$ cat config.mk
export PLATFORM = sky130hd
export DESIGN_NAME = rr_request_agent_flat
export DESIGN_NICKNAME = d
export VERILOG_FILES = /design/src/rtl/rr_request_agent_if.sv /design/src/rtl/rr_request_agent.sv /design/src/flat_wrapper.sv
export SDC_FILE = /design/constraint.sdc
export NUM_CORES = 1
export LEC_CHECK = 0
export ABC_CLOCK_PERIOD_IN_PS = 3500
export CAP_MARGIN = 0
export CORE_ASPECT_RATIO = 1.75
export CORE_UTILIZATION = 54
export CTS_CLUSTER_DIAMETER = 30
export DETAILED_ROUTE_END_ITERATION = 8
export GPL_TIMING_DRIVEN = 1
export PLACE_DENSITY = 0.8
export REMOVE_ABC_BUFFERS = 1
export SETUP_SLACK_MARGIN = 0.2
export SLEW_MARGIN = 20
export SYNTH_ARGS = -nofsm -noshare
export SYNTH_HDL_FRONTEND = slang
export SYNTH_SLANG_ARGS = --single-unit
$ cat constraint.sdc
create_clock -name clk -period 3.5 [get_ports clk]
set_clock_uncertainty 0.2 [all_clocks]
set_input_delay 0.7 -clock clk [delete_from_list [all_inputs] [get_ports clk]]
set_output_delay 0.7 -clock clk [all_outputs]
set_load 0.005 [all_outputs]
$ cat src/rtl/rr_request_agent_if.sv
// Request/grant bundle between channel sources, the request agent and the arbiter.
interface rr_request_agent_if #(
  parameter int unsigned channels = 8,
  parameter int unsigned STAT_W   = 32
);
  logic [channels-1:0] enq;
  logic                clr_err;
  logic [channels-1:0] grant;
  logic [channels-1:0] request;
  logic [channels-1:0] served;
  logic [channels-1:0] busy;
  logic [channels-1:0] overflow;
  logic                grant_err;
  logic [STAT_W-1:0]   total_grants;

  // Agent side
  modport master (
    input  enq, clr_err, grant,
    output request, served, busy, overflow, grant_err, total_grants
  );

  // Source/arbiter side
  modport slave (
    output enq, clr_err, grant,
    input  request, served, busy, overflow, grant_err, total_grants
  );
endinterface

$ cat src/rtl/rr_request_agent.sv
// Requester-side agent: per-channel pending counters drive the request vector,
// the one-hot grant retires work, and grant-bus protocol errors are flagged.
module rr_request_agent #(
  parameter int unsigned channels = 8,
  parameter int unsigned CNT_W    = 4,
  parameter int unsigned STAT_W   = 32
) (
  input  logic                  clk,
  input  logic                  reset,
  rr_request_agent_if.master    bus
);

  typedef enum logic [1:0] {
    IDLE  = 2'd0,
    REQ   = 2'd1,
    SERVE = 2'd2
  } state_t;

  localparam logic [CNT_W-1:0] CNT_MAX = '1;

  logic [CNT_W-1:0]    pending_q [channels];
  logic [CNT_W-1:0]    pend_nxt  [channels];
  state_t              state_q   [channels];
  logic [channels-1:0] req_c;
  logic [channels-1:0] valid_c;
  logic [channels-1:0] ovf_set_c;
  logic                grant_multi_c;
  logic                grant_stray_c;
  logic                illegal_c;
  logic [channels-1:0] served_q;
  logic [channels-1:0] busy_q;
  logic [channels-1:0] overflow_q;
  logic                grant_err_q;
  logic [STAT_W-1:0]   total_q;

  // Request is a pure decode of the pending counters
  always_comb begin
    req_c = '0;
    for (int i = 0; i < channels; i++) begin
      req_c[i] = (pending_q[i] != '0);
    end
  end

  // Grant legality: at most one bit set, and only on a requesting channel
  always_comb begin
    grant_multi_c = |(bus.grant & (bus.grant - channels'(1)));
    grant_stray_c = |(bus.grant & ~req_c);
    illegal_c     = grant_multi_c | grant_stray_c;
    valid_c       = illegal_c ? '0 : bus.grant;
  end

  // Next pending value per channel; an illegal grant freezes all counters
  always_comb begin
    ovf_set_c = '0;
    for (int i = 0; i < channels; i++) begin
      pend_nxt[i] = pending_q[i];
      if (!illegal_c) begin
        if (valid_c[i] && !bus.enq[i]) begin
          pend_nxt[i] = pending_q[i] - CNT_W'(1);
        end else if (bus.enq[i] && !valid_c[i]) begin
          if (pending_q[i] == CNT_MAX) begin
            ovf_set_c[i] = 1'b1;
          end else begin
            pend_nxt[i] = pending_q[i] + CNT_W'(1);
          end
        end
      end
    end
  end

  // Per-channel FSM, counters, sticky flags and statistics
  always_ff @(posedge clk or negedge reset) begin
    if (!reset) begin
      for (int i = 0; i < channels; i++) begin
        pending_q[i] <= '0;
        state_q[i]   <= IDLE;
      end
      served_q    <= '0;
      busy_q      <= '0;
      overflow_q  <= '0;
      grant_err_q <= 1'b0;
      total_q     <= '0;
    end else begin
      for (int i = 0; i < channels; i++) begin
        pending_q[i] <= pend_nxt[i];
        if (pend_nxt[i] == '0) begin
          state_q[i] <= IDLE;
          busy_q[i]  <= 1'b0;
        end else if (valid_c[i]) begin
          state_q[i] <= SERVE;
          busy_q[i]  <= 1'b1;
        end else begin
          state_q[i] <= REQ;
          busy_q[i]  <= 1'b0;
        end
        if (ovf_set_c[i]) begin
          overflow_q[i] <= 1'b1;
        end else if (bus.clr_err) begin
          overflow_q[i] <= 1'b0;
        end
      end
      served_q <= valid_c;
      if (illegal_c) begin
        grant_err_q <= 1'b1;
      end else if (bus.clr_err) begin
        grant_err_q <= 1'b0;
      end
      if (|valid_c) begin
        total_q <= total_q + STAT_W'(1);
      end
    end
  end

  assign bus.request      = req_c;
  assign bus.served       = served_q;
  assign bus.busy         = busy_q;
  assign bus.overflow     = overflow_q;
  assign bus.grant_err    = grant_err_q;
  assign bus.total_grants = total_q;

endmodule
$ cat src/flat_wrapper.sv
// flat-port wrapper written by rule: the top's interface ports become plain ports
module rr_request_agent_flat 
#(
  parameter int unsigned channels = 8,
  parameter int unsigned CNT_W    = 4,
  parameter int unsigned STAT_W   = 32
)
  (clk, reset, bus_enq, bus_clr_err, bus_grant, bus_request, bus_served, bus_busy, bus_overflow, bus_grant_err, bus_total_grants);
  rr_request_agent_if #(.channels(channels), .STAT_W(STAT_W)) bus_i ();
  input  logic clk;
  input  logic reset;
  input wire logic [$bits(bus_i.enq)-1:0] bus_enq;
  input wire logic [$bits(bus_i.clr_err)-1:0] bus_clr_err;
  input wire logic [$bits(bus_i.grant)-1:0] bus_grant;
  output wire logic [$bits(bus_i.request)-1:0] bus_request;
  output wire logic [$bits(bus_i.served)-1:0] bus_served;
  output wire logic [$bits(bus_i.busy)-1:0] bus_busy;
  output wire logic [$bits(bus_i.overflow)-1:0] bus_overflow;
  output wire logic [$bits(bus_i.grant_err)-1:0] bus_grant_err;
  output wire logic [$bits(bus_i.total_grants)-1:0] bus_total_grants;
  assign bus_i.enq = bus_enq;
  assign bus_i.clr_err = bus_clr_err;
  assign bus_i.grant = bus_grant;
  assign bus_request = bus_i.request;
  assign bus_served = bus_i.served;
  assign bus_busy = bus_i.busy;
  assign bus_overflow = bus_i.overflow;
  assign bus_grant_err = bus_i.grant_err;
  assign bus_total_grants = bus_i.total_grants;
  rr_request_agent #(.channels(channels), .CNT_W(CNT_W), .STAT_W(STAT_W)) u_core (.clk(clk), .reset(reset), .bus(bus_i));
endmodule
==> out/metrics.sh, run 1 <==
ROUTE.MET2.WL_UM=7530
INITCOREUTIL=0.557
TIGHTESTPINTRANSITION_PS=521
POST-ROUTE-UTIL=0.723
SYNTHESIS_TO_LAYOUT_AREA_GROWTH_PCT=29.8
GRT_ANTENNA_BEFORE_REPAIR=0
COMB_POWER_SHARE=0.091
FINALNETCOUNT=729
CRIT_REQUIRED_PS=3530
TIMING.CRITICAL_PATH.TO='u_core.bus.busy[3]'
FILLERS=742
RR_ENDPOINT='u_core.bus.busy[3]'
SEQ_SHARE=0.323
LAYOUT_SETUP_WS_PS=293
SYNTH_XOR_XNOR_AREA_SHARE=0.0660
WORST_R2R_PATH_DEPTH=12
LARGEST_DELAY_CONTRIBUTOR_FAMILY_ON_THE_CRITICAL_PATH='buffers and inverters'
DIE_Y_UM=133
TOOL_WARNINGS=42
ROUTED.TOP_LAYER='met4'
ROUTED_VIA_DENSITY=5.99
CTS_ROOT_BUF='sky130_fd_sc_hd__clkbuf_16'
YOSYS-STAT-AREA_SQ_UM=5310
YS_SH_ADDER=0.0589
CP_DATA_ARRIVAL_TIME_PS=3230
POWER_OF_THE_SEQUENTIAL_GROUP_mW=1.05
GR-MAX-USAGE-LAYER='met2'
DP_HPWL_UM=10200
SETUP.WORST_PATH.CLASS='primary input to flop'
YOSYS_WARNINGS=0
NON_CLOCK_BUFFER_AREA_SHARE=0.176
MET3_LENGTH_UM=622
YS_CELLS=567
DRV_CAP=0
RUN_STATUS='completed'
NUM_ROWS=47
CLOCK_POWER_mW=1.00
SYNTH_AREA_PER_CELL_SQ_UM=9.36
TRITONCTS_NUM_SINKS=89
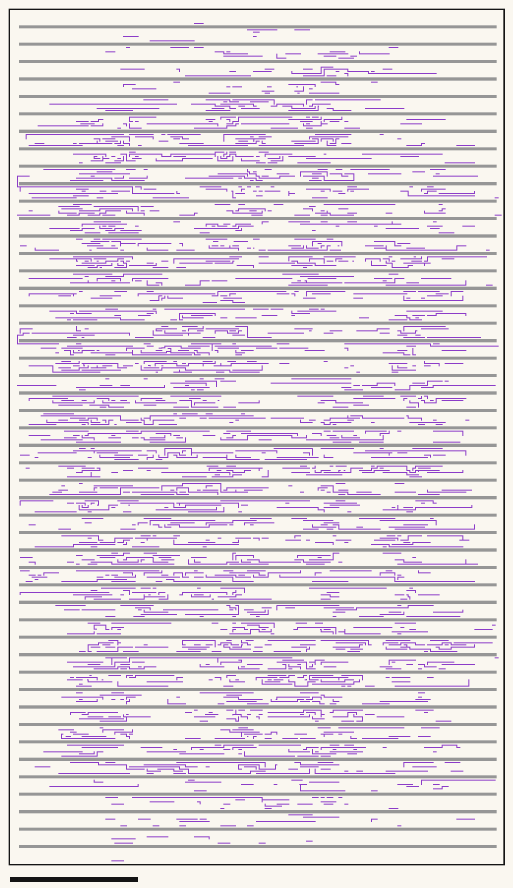
(run_1/met1.png)
The bar under the picture is 20 um long. Supply wires on this layer in grey.
nets with wire on the layer = 639
share of all routed wire = 38%
wire length on this layer = 5170 um
main direction = horizontal
longest straight run = 25.3 um
GRT met1 Usage: 0.314
vias after detailed routing: 4861
final routed wirelength across all metal layers: 13800 um

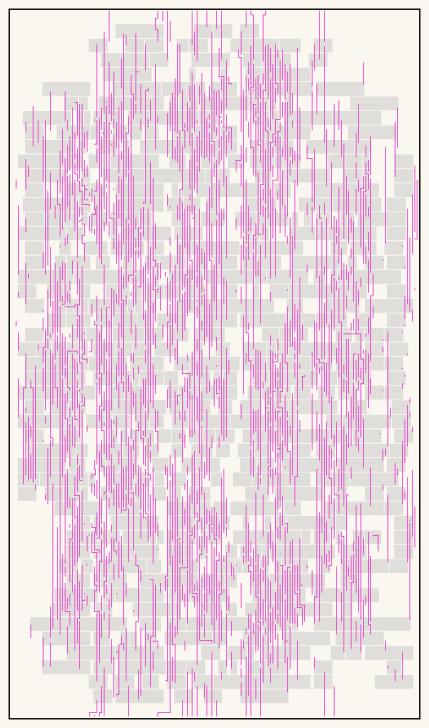
(run_1/met2.png)
main direction = vertical
wire length on this layer = 7530 um
longest straight run = 61.5 um
met2 demand-to-capacity share in global routing: 0.520

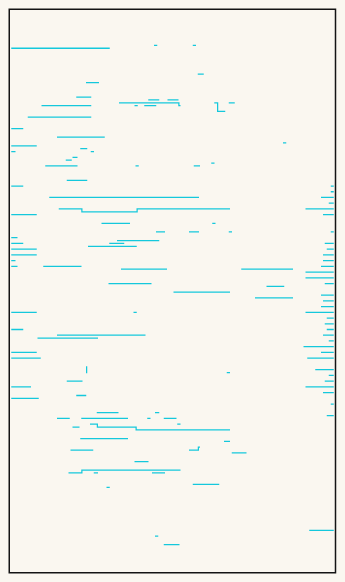
(run_1/met3.png)
longest straight run = 35.2 um
nets with wire on the layer = 97
main direction = horizontal
wire length on this layer = 623 um
GRT met3 Usage: 0.0411

## Run 2: what changed since run 1
CELL_PAD_IN_SITES_DETAIL_PLACEMENT = 1   (was unset)
CELL_PAD_IN_SITES_GLOBAL_PLACEMENT = 1   (was unset)
CORE_UTILIZATION = 42   (was 54)
PLACE_DENSITY = unset   (was 0.8)
PLACE_DENSITY_LB_ADDON = 0.1   (was unset)
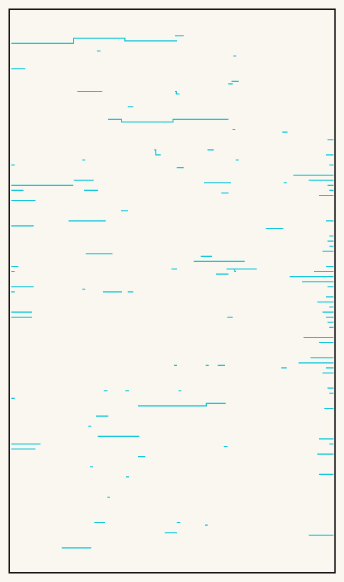
(run_2/met3.png)
nets with wire on the layer = 83
main direction = horizontal
GRT met3 Usage: 0.0340
vias after detailed routing: 4867
final routed wirelength across all metal layers: 15800 um

==> run 2 against run 1 <==
  * Area after synthesis unchanged
  * Synthesized cell count unchanged
  * First-iteration DRC count decreased by 55%
  * Combinational power grew 7%
  * Sequential share of layout area is 0.75 points lower
  * Critical endpoint is now u_core.bus.total_grants[15]
  * Largest power group is now clock
==> out/metrics.sh, run 2 <==
RUN_STATUS='completed'
TOOL_WARNINGS=42
SYNTH_XOR_XNOR_AREA_SHARE=0.0660
CTS_ROOT_BUF='sky130_fd_sc_hd__clkbuf_16'
ROUTE.MET2.WL_UM=8710
NUMBER_OF_BUFFERS_INSERTED_DURING_CLOCK_TREE_SYNTHESIS=9
YOSYS-STAT-AREA_SQ_UM=5310
CLOCK_POWER_mW=1.05
NUM_ROWS=54
INSERTEDDIODECOUNT=0
FILLERS=1416
MET3_LENGTH_UM=433
COMB_POWER_SHARE=0.095
TIMING.CRITICAL_PATH.TO='u_core.bus.total_grants[15]'
POST-ROUTE-UTIL=0.570
CRITICAL_PATH.SLOWEST_CELL='sky130_fd_sc_hd__clkdlybuf4s50_1'
DIE_Y_UM=151
SEQ_SHARE=0.316
NETLIST_AREA_SQ_UM=5310
P_COMB_uW=219
POWER_OF_THE_SEQUENTIAL_GROUP_mW=1.04
ROUTED_VIA_DENSITY=5.63
GRT_ANTENNA_BEFORE_REPAIR=0
ROUTED.TOP_LAYER='met4'
POWER.SHARE.CLOCK=0.453
YOSYS_WARNINGS=0
WORSTSETUPSTARTPOINT='bus_grant[3]'
SETUP.WORST_PATH.CLASS='primary input to flop'
DETAIL_ROUTE.ITER0.VIOLATIONS=127
RR_ENDPOINT='u_core.bus.busy[5]'
GRT_MAX_DEGREE=46
TIGHTESTPINTRANSITION_PS=628
NON_CLOCK_BUFFER_AREA_SHARE=0.182
GR-MAX-USAGE-LAYER='met2'
YS_CELLS=567
FINAL_LAYOUT_TOP_LOGIC_CELL='sky130_fd_sc_hd__dfrtp_1'
LARGEST_DELAY_CONTRIBUTOR_FAMILY_ON_THE_CRITICAL_PATH='simple AND/OR/NAND/NOR gates'
POST-CTS-SETUP-BUFFERS=0
LAYOUT_SETUP_WS_PS=293
DRT-PASS1-ITER-COUNT=4
TOP_AREA_FRAC=0.420
DETAIL-ROUTE-ANTENNA-NETS=0
GRTUSAGEMET2=0.493
P_LEAK_nW=3.05
SYNTHESIS_TO_LAYOUT_AREA_GROWTH_PCT=32.9
DRV_SLEW=0
CORE_AREA_SQ_UM=12400
WORST_R2R_PATH_DEPTH=9
INITCOREUTIL=0.429
CRIT_REQUIRED_PS=3530
FINAL.PERIOD_UTILIZATION=0.916
CP_DATA_ARRIVAL_TIME_PS=3240
FINALNETCOUNT=735
TRITONCTS_CLOCK_TREE='yes'
TRITONCTS_NUM_SINKS=89
YS_SH_ADDER=0.0589
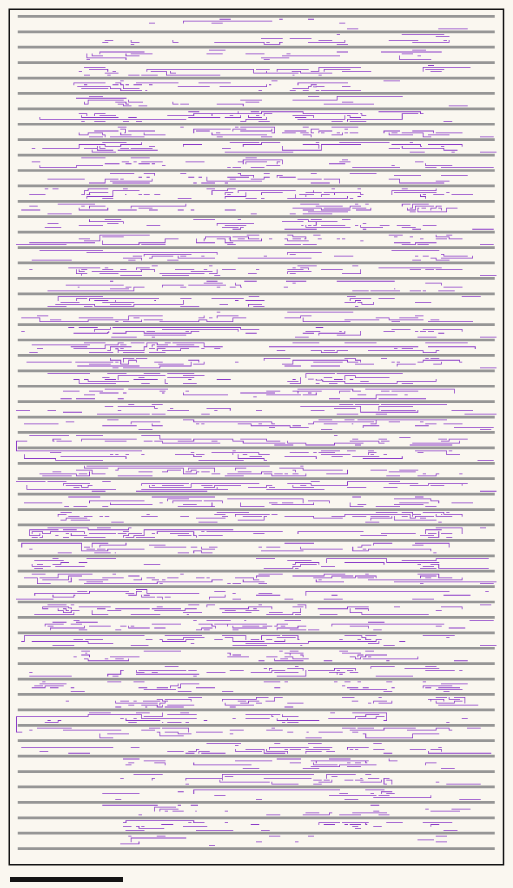
(run_2/met1.png)
The bar under the picture is 20 um long. Supply wires on this layer in grey.
share of all routed wire = 38%
wire length on this layer = 5990 um
GRT met1 Usage: 0.260

## Run 3: what changed since run 2
SETUP_SLACK_MARGIN = unset   (was 0.2)
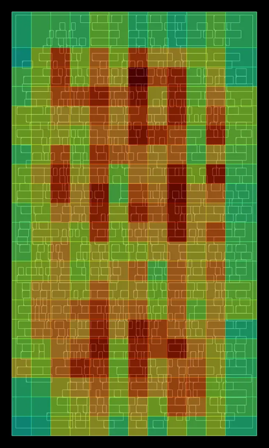
(run_3/final_congestion.png)
GRT met3 Usage: 0.0334
GRT met1 Usage: 0.261

==> run 3 against run 2 <==
  * Setup slack worse by 150 ps
  * Register-to-register slack worse by 70 ps
  * Count of clock-buffer cells in the layout stayed put
  * Core utilization is 0.65 points lower
  * Wire length is 0.42% lower
  * Cell area is 1.1% lower
  * Cell count is 0.35% lower
  * Clock power hardly changed
  * Critical endpoint is now u_core.bus.total_grants[24]
  * Largest cell class unchanged
  * Highest routed layer unchanged
==> out/metrics.sh, run 3 <==
RUN_STATUS='completed'
WORSTSETUPSTARTPOINT='bus_grant[4]'
POST-CTS-SETUP-BUFFERS=0
MET3_LENGTH_UM=425
TOOL_WARNINGS=41
GRTUSAGEMET2=0.495
DRT_DRC_VIOLATIONS_LEFT=0
YS_CELLS=567
IR_DROP_uV=195
GRT_MAX_DEGREE=46
TRITONCTS_CLOCK_TREE='yes'
DIE_Y_UM=151
CLOCK_POWER_mW=1.05
GRT_ANTENNA_BEFORE_REPAIR=0
YOSYS-STAT-AREA_SQ_UM=5310
NUM_ROWS=54
SYNTH_AREA_PER_CELL_SQ_UM=9.36
POWER.SHARE.CLOCK=0.455
DRT-PASS1-ITER-COUNT=4
CRITICAL_PATH.SLOWEST_CELL='sky130_fd_sc_hd__or3_1'
ROUTED.TOP_LAYER='met4'
SYNTHESIS_TO_LAYOUT_AREA_GROWTH_PCT=31.3
INSERTEDDIODECOUNT=0
NETLIST_AREA_SQ_UM=5310
FINAL.PERIOD_UTILIZATION=0.958
ROUTE.MET2.WL_UM=8750
TOP_AREA_FRAC=0.420
COMB_POWER_SHARE=0.092
POWER_OF_THE_SEQUENTIAL_GROUP_mW=1.04
CORE_AREA_SQ_UM=12400
DRV_CAP=0
TIGHTESTPINTRANSITION_PS=630
CRIT_REQUIRED_PS=3520
LAYOUT_SETUP_WS_PS=148
YS_SH_ADDER=0.0589
TIMING.CRITICAL_PATH.TO='u_core.bus.total_grants[24]'
NUMBER_OF_BUFFERS_INSERTED_DURING_CLOCK_TREE_SYNTHESIS=9
CTS_ROOT_BUF='sky130_fd_sc_hd__clkbuf_16'
DETAIL-ROUTE-ANTENNA-NETS=0
SLACK_OF_THE_WORST_REG_TO_REG_PATH_PS=440
TRITONCTS_NUM_SINKS=89
ROUTED_VIA_DENSITY=5.63
GR-MAX-USAGE-LAYER='met2'
FINALNETCOUNT=732
YOSYS_WARNINGS=0
RR_ENDPOINT='u_core.bus.busy[5]'
LARGEST_DELAY_CONTRIBUTOR_FAMILY_ON_THE_CRITICAL_PATH='simple AND/OR/NAND/NOR gates'
SETUP.WORST_PATH.CLASS='primary input to flop'
DRV_SLEW=0
SYNTH_XOR_XNOR_AREA_SHARE=0.0660
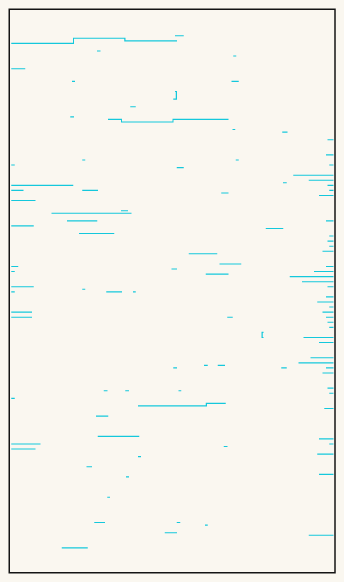
(run_3/met3.png)
vias after detailed routing: 4846
final routed wirelength across all metal layers: 15700 um

Power and IR drop assume default switching activity.
